Fig. 1: run 1, wires at chosen ports, followed through buffers
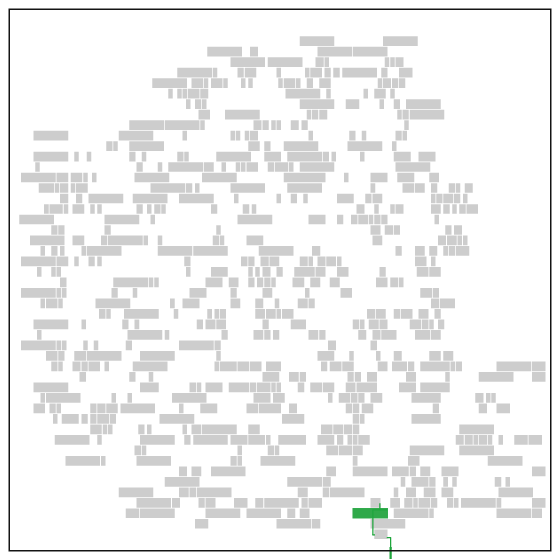
Fig. 2: run 1, clock network drawn from the DEF
The bar under the picture is 50 µm long.
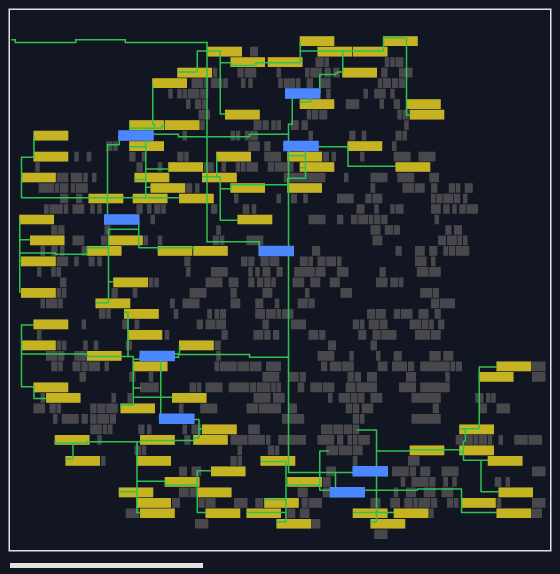
Fig. 3: run 1, gate-type map
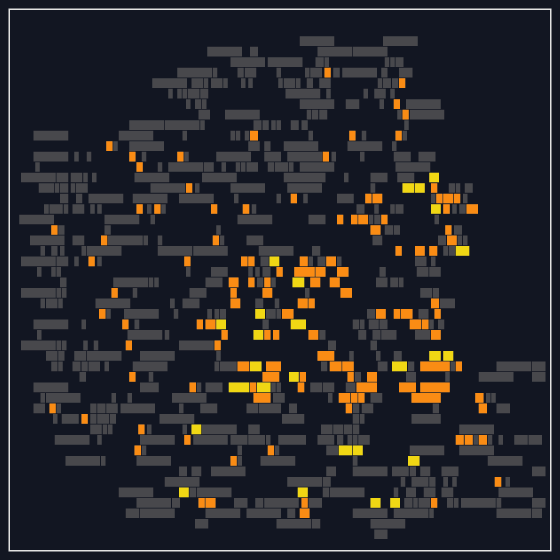
Fig. 4: run 1, routed metal, one colour a layer
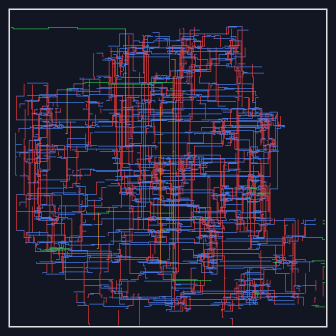
[src/rtl/period_detector_5bit.sv]
// Period detector for the ADPLL control path.
// Measures reference and DCO periods in clk cycles and turns their difference
// into a saturated sign/magnitude correction with a valid strobe and a lock flag.
module period_detector_5bit #(
  parameter int unsigned CNT_W      = 16,
  parameter int unsigned LOCK_TOL   = 1,
  parameter int unsigned LOCK_COUNT = 8
) (
  input  logic       clk,
  input  logic       rst_n,
  input  logic       enable,
  input  logic       ref_in,
  input  logic       dco_in,
  output logic       ctrl_sign,
  output logic [4:0] ctrl,
  output logic       ctrl_valid,
  output logic       locked
);

  // Channel 0 is the reference, channel 1 is the DCO.
  localparam int unsigned NCH = 2;
  localparam int unsigned LW  = $clog2(LOCK_COUNT + 1);

  localparam logic [CNT_W-1:0] CNT_MAX  = '1;
  localparam logic [CNT_W:0]   TOL      = LOCK_TOL[CNT_W:0];
  localparam logic [CNT_W:0]   CTRL_SAT = 31;
  localparam logic [LW-1:0]    LOCK_TGT = LOCK_COUNT[LW-1:0];

  typedef enum logic {
    UNLOCKED = 1'b0,
    LOCKED   = 1'b1
  } state_t;

  logic [NCH-1:0] raw;
  logic [NCH-1:0] sync1;
  logic [NCH-1:0] sync2;
  logic [NCH-1:0] prev;
  logic [NCH-1:0] edge_hit;
  logic [NCH-1:0] armed;
  logic [NCH-1:0] fresh;

  logic [CNT_W-1:0] count  [NCH];
  logic [CNT_W-1:0] period [NCH];

  logic              update;
  logic signed [CNT_W:0] diff;
  logic [CNT_W:0]    mag;
  logic [4:0]        ctrl_next;
  logic              sign_next;
  logic              in_lock;

  state_t            state;
  state_t            state_next;
  logic [LW-1:0]     lock_cnt;
  logic [LW-1:0]     lock_cnt_next;

  assign raw      = {dco_in, ref_in};
  assign edge_hit = sync2 & ~prev;

  // Two-flop synchronizer plus one delay flop for rising-edge detection.
  // These keep running while disabled so re-enable sees clean history.
  always_ff @(posedge clk or negedge rst_n) begin
    if (!rst_n) begin
      sync1 <= '0;
      sync2 <= '0;
      prev  <= '0;
    end else begin
      sync1 <= raw;
      sync2 <= sync1;
      prev  <= sync2;
    end
  end

  // An update fires once both channels hold an unconsumed period.
  assign update = enable & fresh[0] & fresh[1];

  for (genvar ch = 0; ch < NCH; ch++) begin : g_chan
    // Per-channel saturating period counter, arming and capture.
    always_ff @(posedge clk or negedge rst_n) begin
      if (!rst_n) begin
        count[ch]  <= '0;
        period[ch] <= '0;
        armed[ch]  <= 1'b0;
        fresh[ch]  <= 1'b0;
      end else if (!enable) begin
        count[ch] <= '0;
        armed[ch] <= 1'b0;
        fresh[ch] <= 1'b0;
      end else if (edge_hit[ch]) begin
        count[ch] <= '0;
        if (armed[ch]) begin
          period[ch] <= (count[ch] == CNT_MAX) ? CNT_MAX : count[ch] + CNT_W'(1);
          fresh[ch]  <= 1'b1;
        end else begin
          armed[ch] <= 1'b1;
        end
      end else begin
        if (count[ch] != CNT_MAX) begin
          count[ch] <= count[ch] + CNT_W'(1);
        end
        if (update) begin
          fresh[ch] <= 1'b0;
        end
      end
    end
  end

  // Signed difference, magnitude and saturated correction.
  always_comb begin
    diff      = $signed({1'b0, period[0]}) - $signed({1'b0, period[1]});
    mag       = diff[CNT_W] ? (~diff + 1'b1) : diff;
    ctrl_next = (mag > CTRL_SAT) ? 5'd31 : mag[4:0];
    sign_next = ~diff[CNT_W] & (|diff);
    in_lock   = (mag <= TOL);
  end

  // Correction output register; ctrl/ctrl_sign hold between updates.
  always_ff @(posedge clk or negedge rst_n) begin
    if (!rst_n) begin
      ctrl_sign  <= 1'b0;
      ctrl       <= '0;
      ctrl_valid <= 1'b0;
    end else begin
      ctrl_valid <= update;
      if (update) begin
        ctrl_sign <= sign_next;
        ctrl      <= ctrl_next;
      end
    end
  end

  // Lock state register.
  always_ff @(posedge clk or negedge rst_n) begin
    if (!rst_n) begin
      state    <= UNLOCKED;
      lock_cnt <= '0;
    end else begin
      state    <= state_next;
      lock_cnt <= lock_cnt_next;
    end
  end

  // Lock next-state: counts consecutive in-tolerance updates.
  always_comb begin
    state_next    = state;
    lock_cnt_next = lock_cnt;
    if (!enable) begin
      state_next    = UNLOCKED;
      lock_cnt_next = '0;
    end else if (update) begin
      if (in_lock) begin
        lock_cnt_next = (lock_cnt >= LOCK_TGT) ? LOCK_TGT : lock_cnt + LW'(1);
        if (lock_cnt_next == LOCK_TGT) begin
          state_next = LOCKED;
        end
      end else begin
        lock_cnt_next = '0;
        state_next    = UNLOCKED;
      end
    end
  end

  assign locked = (state == LOCKED);

endmodule

[config.mk]
export PLATFORM = sky130hd
export DESIGN_NAME = period_detector_5bit
export DESIGN_NICKNAME = d
export VERILOG_FILES = /design/src/rtl/period_detector_5bit.sv
export SDC_FILE = /design/constraint.sdc
export NUM_CORES = 1
export LEC_CHECK = 0
export CAP_MARGIN = 20
export CORE_UTILIZATION = 28
export DETAILED_ROUTE_END_ITERATION = 7
export PLACE_DENSITY = 0.4
export SLEW_MARGIN = 25
export SYNTH_ARGS = -nofsm -noshare
export SYNTH_HDL_FRONTEND = slang
export SYNTH_SLANG_ARGS = --single-unit
[constraint.sdc]
create_clock -name clk -period 5 [get_ports clk]
set_clock_uncertainty 0.1 [all_clocks]
set_input_delay 1 -clock clk [delete_from_list [all_inputs] [get_ports clk]]
set_output_delay 1 -clock clk [all_outputs]
set_load 0.01 [all_outputs]
==> impl.org, run 1 <==
#+TITLE: Flow metrics

** Status
- Status :: finished clean

** Job
- Summing over the stages, the warning tally comes to 28.

** STA
- Unrepaired setup endpoints after global routing :: no
- Fin crit period :: 4.033 ns
- Number of setup violations in the final report :: 0
- Total count of hold-check failures in the final report :: 0

** Power and ir drop
- Per the power-grid run, VDD falls by no more than 0.1789 mV.

** Finish
- Clock buffers in the final layout number 10.
- Area growth from synthesis to layout :: 11.17%
- Finished Core Util :: 31.69%
- Among all cell classes, the greatest summed area belongs to multi-input combinational cells.

** Synthesis
- The chip area line in the Yosys stat output reads 0.005331 mm².
- The number of cells reported by Yosys stat comes to 603.
- Synthesis inferred 86 register bits.
- Area leader share :: 40.37%
- sky130_fd_sc_hd__dfrtp_1 takes more of the synthesized area than any other cell.
- The synthesized instance count is 603.
- Adder-cell share of the synthesized area :: 5.304%

** Clocking
- In this run, CTS created clock tree buffers numbering 9.

** Place
- Per the placement report, the placed cell count is 828.

** Floorplan
- The report lists the number of standard-cell rows as 50.

** Worst setup path
- Worst reg2reg startpoint :: period[0]
-- Fig. 1 (at the start) --
Key: locked = green [direction output, end cells 1, buffers 1, wire 16.1 µm]

-- Fig. 2 (at the start) --
Key: cells driving clock nets = blue [count 9]; flip-flops = yellow [count 86]; clock wires = green [length 1270 µm]
Position of the flops: all over the die.

-- Fig. 3 (at the start) --
Key: inverting AOI/OAI gates = orange [cells 122, most used o21ai_0]; AND-OR and OR-AND gates = yellow [cells 26, most used a21o_1]

-- Fig. 4 (at the start) --
Key: met3 = green [wire length 291 µm]; met1 = blue [wire length 6560 µm]; met2 = red [wire length 5430 µm]; met4 = orange [wire length 255 µm]
Routed WL per cell: 14.89 µm
GRT Util Overall: 13.77%
total vias in the final route: 4195
Routed WL: 12540 µm

[run 1: worst max-delay path, stage by stage, from the launching register on]
cell	delay [ns]
sky130_fd_sc_hd__dfrtp_1	0.39
sky130_fd_sc_hd__ha_1	0.23
sky130_fd_sc_hd__fa_1	0.43
sky130_fd_sc_hd__nand2b_1	0.20
sky130_fd_sc_hd__a21oi_1	0.24
sky130_fd_sc_hd__xnor2_1	0.25
sky130_fd_sc_hd__o2111ai_1	0.29
sky130_fd_sc_hd__or3_4	0.43
sky130_fd_sc_hd__or3_4	0.36
sky130_fd_sc_hd__o31ai_4	0.22
sky130_fd_sc_hd__a22oi_4	0.09
sky130_fd_sc_hd__nor4_4	0.39
sky130_fd_sc_hd__nor3b_2	0.22
sky130_fd_sc_hd__o21a_1	0.12
[run 1: state kept, by name, indices dropped and copies added (netlist names), 2 cells and up]
register  flops
count        32
armed         2
fresh         2
prev          2
ctrl          5
lock_cnt      4
sync1         2
sync2         2
period       32
[run 1: power breakdown]
group | switching, µW | internal (µW)
clock network | 267 | 394
registers | 16.3 | 719
logic | 438 | 270
total | 721 | 1380
[run 1: worst min path at each step]
stage / start / endpoint / slack (ns) / depth (start not counted)
after floorplan: sync1[0] / sync2[0] / 0.23 / 0
after global placement: sync1[0] / sync2[0] / 0.24 / 0
after detailed placement: sync1[0] / sync2[0] / 0.24 / 0
after CTS: sync1[0] / sync2[0] / 0.25 / 0
after global routing: sync1[0] / sync2[0] / 0.27 / 0
final: sync1[0] / sync2[0] / 0.25 / 0
[run 1: layer usage]
metal	vias up	track usage [%]	wire length (µm)
met5	-	0	0
met4	0	5.899	255
met3	14	2.530	291
met2	51	20.26	5430
met1	1986	19.64	6562
li1	2144	-	-
Fig. 5: run 1, clock routing
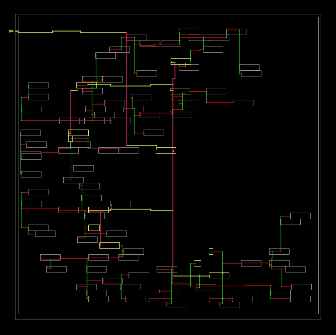

==> run 1 -> run 2 <==
==> constraint.sdc (replaced) <==
create_clock -name clk -period 3.95 [get_ports clk]
set_clock_uncertainty 0.1 [all_clocks]
set_input_delay 0.79 -clock clk [delete_from_list [all_inputs] [get_ports clk]]
set_output_delay 0.79 -clock clk [all_outputs]
set_load 0.01 [all_outputs]
Fig. 6: run 2, clock routing
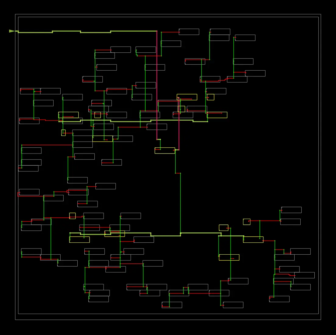
flip-flop and latch count: 86
count of clock-net buffers in the final layout: 9

==> run 2 against run 1 <==
Wire length up 3.1%. Global-route usage increased by 0.18 points. Cell count rose by 1.8%. Worst hold slack hardly changed. Sequential power up 26%. Setup slack worse by 0.76 ns. Non-clock buffer count increased by 13. First-iteration DRC count rose by 28%.
==> impl.org, run 2 <==
#+TITLE: Flow metrics

** Status
- Status :: finished clean (unchanged)

** Synthesis
- Post-synth top area cell :: sky130_fd_sc_hd__dfrtp_1 (unchanged)
- Number of cell instances after yosys synthesis :: 603 (unchanged)
- The share of the synthesized area in the top cell type was 40.37% (unchanged).
- The flop and latch count out of synthesis is 86 (unchanged).

** Global route
- The global routing met3 resource utilization is 3.214% (was 2.530%).
- The global routing met1 resource utilization came to 19.53% (was 19.64%).

** Worst setup path
- Cells along the critical path: inv_1, ha_1, fa_2, ha_2, and2_1, or4_4, a2111oi_4, o21ai_1, a2111o_1, o211ai_2, o211ai_4, nor4_4, nor3b_2, o21a_1 (was ha_1, fa_1, nand2b_1, a21oi_1, xnor2_1, o2111ai_1, or3_4, or3_4, o31ai_4, a22oi_4, nor4_4, nor3b_2, o21a_1).
- Delay contributed by the slowest stage of the critical path :: 0.46 ns (was 0.43 ns)
- The total buffers and inverters traversed by the critical path was 1 (was 0).
- The launch instance of the worst register-to-register path was period[16] (was period[0]).
- The path length in cells of the critical path came to 14 (was 13).

** STA
- The number of hold violations in the final report came to 0 (unchanged).
- Unrepaired setup endpoints after global routing :: no (unchanged)
- Fin crit period :: 3.739 ns (was 4.033 ns)
- The final-report setup violation count was 0 (unchanged).

** Floorplan
- Num rows :: 50 (unchanged)

** Job
- Stage-log warning count :: 28 (unchanged)

** Power and ir drop
- The switching component of the power came to 1001 µW (was 721.4 µW).
- The worst voltage drop across the vdd grid was 0.2005 mV (was 0.1789 mV).
- The sequential share of power was 33.8% (was 35.0%).

** Finish
- The layout overhead on the synthesized area was 14.41% (was 11.17%).

** Clocking
- The number of buffers created by CTS is 9 (unchanged).
Fig. 7: run 2, routed metal, one colour a layer
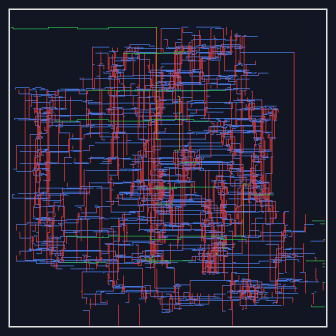
Key: met4 = orange [wire length 96.6 µm]; met3 = green [wire length 466 µm]; met2 = red [wire length 5900 µm]; met1 = blue [wire length 6460 µm]

run 2: cell counts after synthesis:
Identical to the previous run, type by type.
run 2: repair_timing:
| item | 4_1_cts | 5_1_grt |
|---|---|---|
| resized | 3 | 14 |
| endpoints found under the setup margin | 7 | 10 |
| pin swaps | 1 | 4 |
| buffers inserted | 0 | 5 |
run 2: power by group through the flow:
stage          sequential [µW]  clock (µW)  combinational [µW]
6_report                   931         821                1010
5_1_grt                    935         886                1100
4_1_cts                    931         853                 946
3_5_place_dp               948           0                 931
3_3_place_gp               946           0                 925
2_1_floorplan              947           0                 683
run 2: through the flow:
stage / worst slack [ns] / utilization, %
2_1_floorplan: 0.2755 / -
4_1_cts: 0.01488 / 32.05
3_5_place_dp: -0.07033 / 30.44
6_report: 0.2110 / 32.61
3_3_place_gp: 0.1068 / 30.44
5_1_grt: 0.003081 / 32.61
run 2: kinds of logic after synthesis:
family                     count (synthesis)
adders and majority gates                 22
AOI/OAI and AO/OA                        148
xor gates and xnor gates                  34
buffers and inverters                     45
and+or+nand+nor                          264
DFF                                       86
muxes                                      4
run 2: metal layers:
metal | vias up | routed length, µm
li1 | 2170 | -
met1 | 2036 | 6464
met2 | 52 | 5897
met3 | 7 | 465
met4 | 0 | 96
met5 | - | 0
run 2: how the worst min path moves through the flow:
stage | startpoint | endpoint | slack, ns | cells past startpoint
floorplan | sync1[0] | sync2[0] | 0.23 | 0
global placement | sync1[1] | sync2[1] | 0.24 | 0
detailed placement | sync1[0] | sync2[0] | 0.23 | 0
CTS | sync1[0] | sync2[0] | 0.25 | 0
global route | sync1[0] | sync2[0] | 0.27 | 0
finish | sync1[0] | sync2[0] | 0.25 | 0
Fig. 8: run 2, clock network drawn from the DEF
The bar under the picture is 50 µm long.
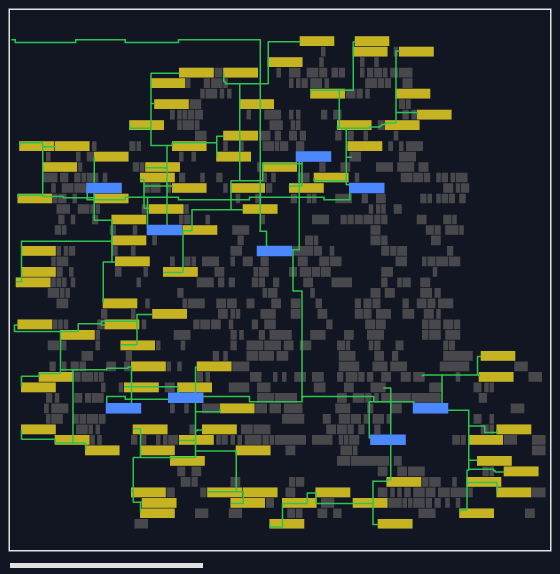

==> run 2 -> run 3 <==
--- a/config.mk
+++ b/config.mk
@@ -6,9 +6,9 @@
 export NUM_CORES = 1
 export LEC_CHECK = 0
 export CAP_MARGIN = 20
-export CORE_UTILIZATION = 28
+export CORE_UTILIZATION = 45
 export DETAILED_ROUTE_END_ITERATION = 7
-export PLACE_DENSITY = 0.4
+export PLACE_DENSITY = 0.59
 export SLEW_MARGIN = 25
 export SYNTH_ARGS = -nofsm -noshare
 export SYNTH_HDL_FRONTEND = slang
Fig. 9: run 3, clock network drawn from the DEF
The bar under the picture is 20 µm long.
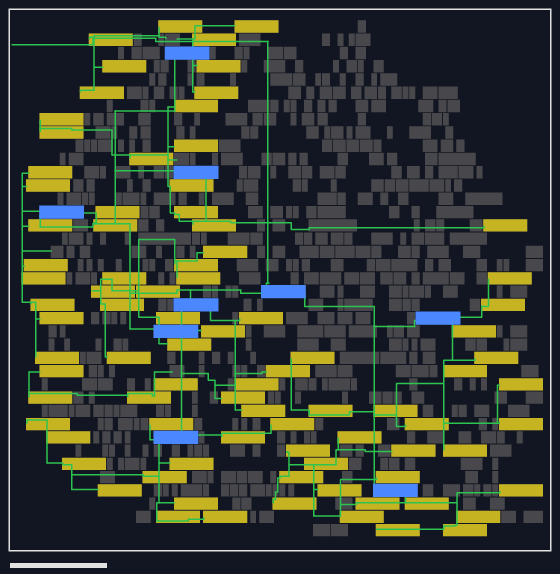
Key: cells driving clock nets = blue [count 9]; flip-flops = yellow [count 86]; clock wires = green [length 1180 µm]
There are 10 routed clock nets.

==> run 3 against run 2 <==
Global-route usage increased by 6.5 points. First-iteration DRC count is 20% lower. Sequential power about the same. Critical path depth is 1 lower. Flip-flop count unchanged. Synthesized cell count unchanged. Sequential share of layout area is 0.89 points higher. Via count up 0.84%. Worst hold slack better by 0.0011 ns. Non-clock buffer count down 6. Synthesized area unchanged. Cell count is 11% lower. Highest routed layer unchanged.
==> impl.org, run 3 <==
#+TITLE: Flow metrics

** Status
- Status: finished clean (unchanged).

** Global route
- The global-route total usage across every layer is 20.48% (was 13.95%).
- Most used routing layer in global routing :: met2 (unchanged)
- Met3 global-route usage :: 3.116% (was 3.214%)
- Global-route track usage on met2 :: 33.29% (was 21.58%)

** Finish
- Area growth from synthesis to layout :: 11.59% (was 14.41%)

** Detailed routing
- The routed wire length per instance was 15.26 µm (was 15.08 µm).
- Total vias in the final route :: 4301 (was 4265)
- Routed via count divided by cell count :: 5.659 (was 4.977)
- Routed WL :: 11600 µm (was 12920 µm)

** Power and ir drop
- Highest ir drop seen on vdd :: 0.3083 mV (was 0.2005 mV)
- Combinational share of power :: 34.4% (was 36.5%)
- Clk network pwr share :: 31.3% (was 29.7%)
- The clock distribution power is 852 µW (was 821 µW).
- Internal power of the cells :: 1783 µW (was 1757 µW)
- The reported combinational group power came to 937 µW (was 1010 µW).
- The sequential power is 931 µW (about the same).
- Seq pwr share :: 34.2% (was 33.8%)
- The main power-consuming group is combinational logic (unchanged).
- Proportion of total power due to net switching :: 34.44% (was 36.31%)

** Worst setup path
- The total buffers and inverters traversed by the critical path was 0 (was 1).
- The dominant delay contributor by cell family on the critical path is simple AND/OR/NAND/NOR gates (was AND-OR/OR-AND gates).
- Cells along the critical path: ha_1, fa_2, nand2b_2, a21o_1, a21boi_2, o2111ai_2, or3_4, or3_4, o31ai_4, a22oi_4, nor4_4, nor3b_2, o21a_1 (was inv_1, ha_1, fa_2, ha_2, and2_1, or4_4, a2111oi_4, o21ai_1, a2111o_1, o211ai_2, o211ai_4, nor4_4, nor3b_2, o21a_1).
- The largest incremental delay on the critical path is 0.39 ns (was 0.46 ns).
- The cell at the slowest stage of the critical path was sky130_fd_sc_hd__or3_4 (was sky130_fd_sc_hd__fa_2).
- The most numerous cell type found on the critical path is sky130_fd_sc_hd__or3_4.

** Synthesis
- Area leader share :: 40.37% (unchanged)
- The flop and latch count out of synthesis is 86 (unchanged).
- The share of synthesized cell area in full adder, half adder and majority cells was 5.304% (unchanged).
- Mapped Cells :: 603 (unchanged)
- The library cell with the largest summed area after synthesis is sky130_fd_sc_hd__dfrtp_1 (unchanged).
- Yosys stat area :: 0.005331 mm² (unchanged)

** Clocking
- The number of buffers created by CTS was 9 (unchanged).

** STA
- Total count of hold-check failures in the final report :: 0 (unchanged)
- The shortest clock period the worst path allows after layout came to 3.736 ns (was 3.739 ns).
- Number of setup violations in the final report :: 0 (unchanged)

** Floorplan
- The cell row count came to 39 (was 50).

** Job
- Stage-log warning count :: 28 (unchanged)
Fig. 10: run 3, routed metal, one colour a layer
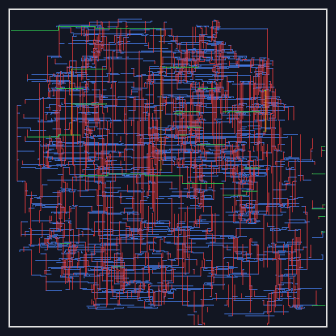
Key: met1 = blue [wire length 5660 µm]; met2 = red [wire length 5590 µm]; met4 = orange [wire length 87.0 µm]; met3 = green [wire length 263 µm]

[run 3: cell counts after synthesis]
Identical to the previous run, type by type.
[run 3: metrics by stage]
| step | worst slack (ns) | total power (µW) | instances | hold slack, ns | setup TNS, ns |
|---|---|---|---|---|---|
| finish | 0.2142 | 2720 | 760 | 0.2505 | 0 |
| global placement | 0.1021 | 1826 | 743 | 0.2332 | 0 |
| floorplan | 0.2755 | 1630 | 603 | 0.2312 | 0 |
| global route | -0.02795 | 2889 | 760 | 0.2555 | -0.02795 |
| CTS | 0.04157 | 2695 | 759 | 0.2515 | 0 |
| detailed placement | -0.007033 | 1831 | 743 | 0.2362 | -0.007033 |
[run 3: final timing paths]
path                                start          end  cells past startpoint
worst min-delay path             sync1[1]     sync2[1]                      0
worst min register to register   sync1[1]     sync2[1]                      0
worst max register to register  period[0]  lock_cnt[3]                     13
worst max-delay path            period[0]  lock_cnt[3]                     13
min in group asynchronous           rst_n  lock_cnt[2]                      1
max in group asynchronous           rst_n      ctrl[2]                      2
[run 3: timing repair]
action	4_1_cts	5_1_grt
pin swaps	1	3
endpoints found under the setup margin	1	10
cloned	0	0
buffers inserted	0	1
resized	0	16
endpoints found under the hold margin	0	0
[run 3: layer usage]
layer	share of wire, %	vias to the layer above
li1	-	2164
met1	49	2080
met2	48	50
met3	2.3	7
met4	0.75	0
met5	0	-
[run 3: cell type report]
class / instances / share of cell area (%)
multi-input combinational: 472 / 51.17
sequential: 86 / 36.17
clock buffer: 9 / 3.785
timing repair buffer: 22 / 3.302
tap: 143 / 3.007
inverter: 21 / 1.325
clock inverter: 7 / 1.241
Power is estimated from default activity; no workload was simulated.
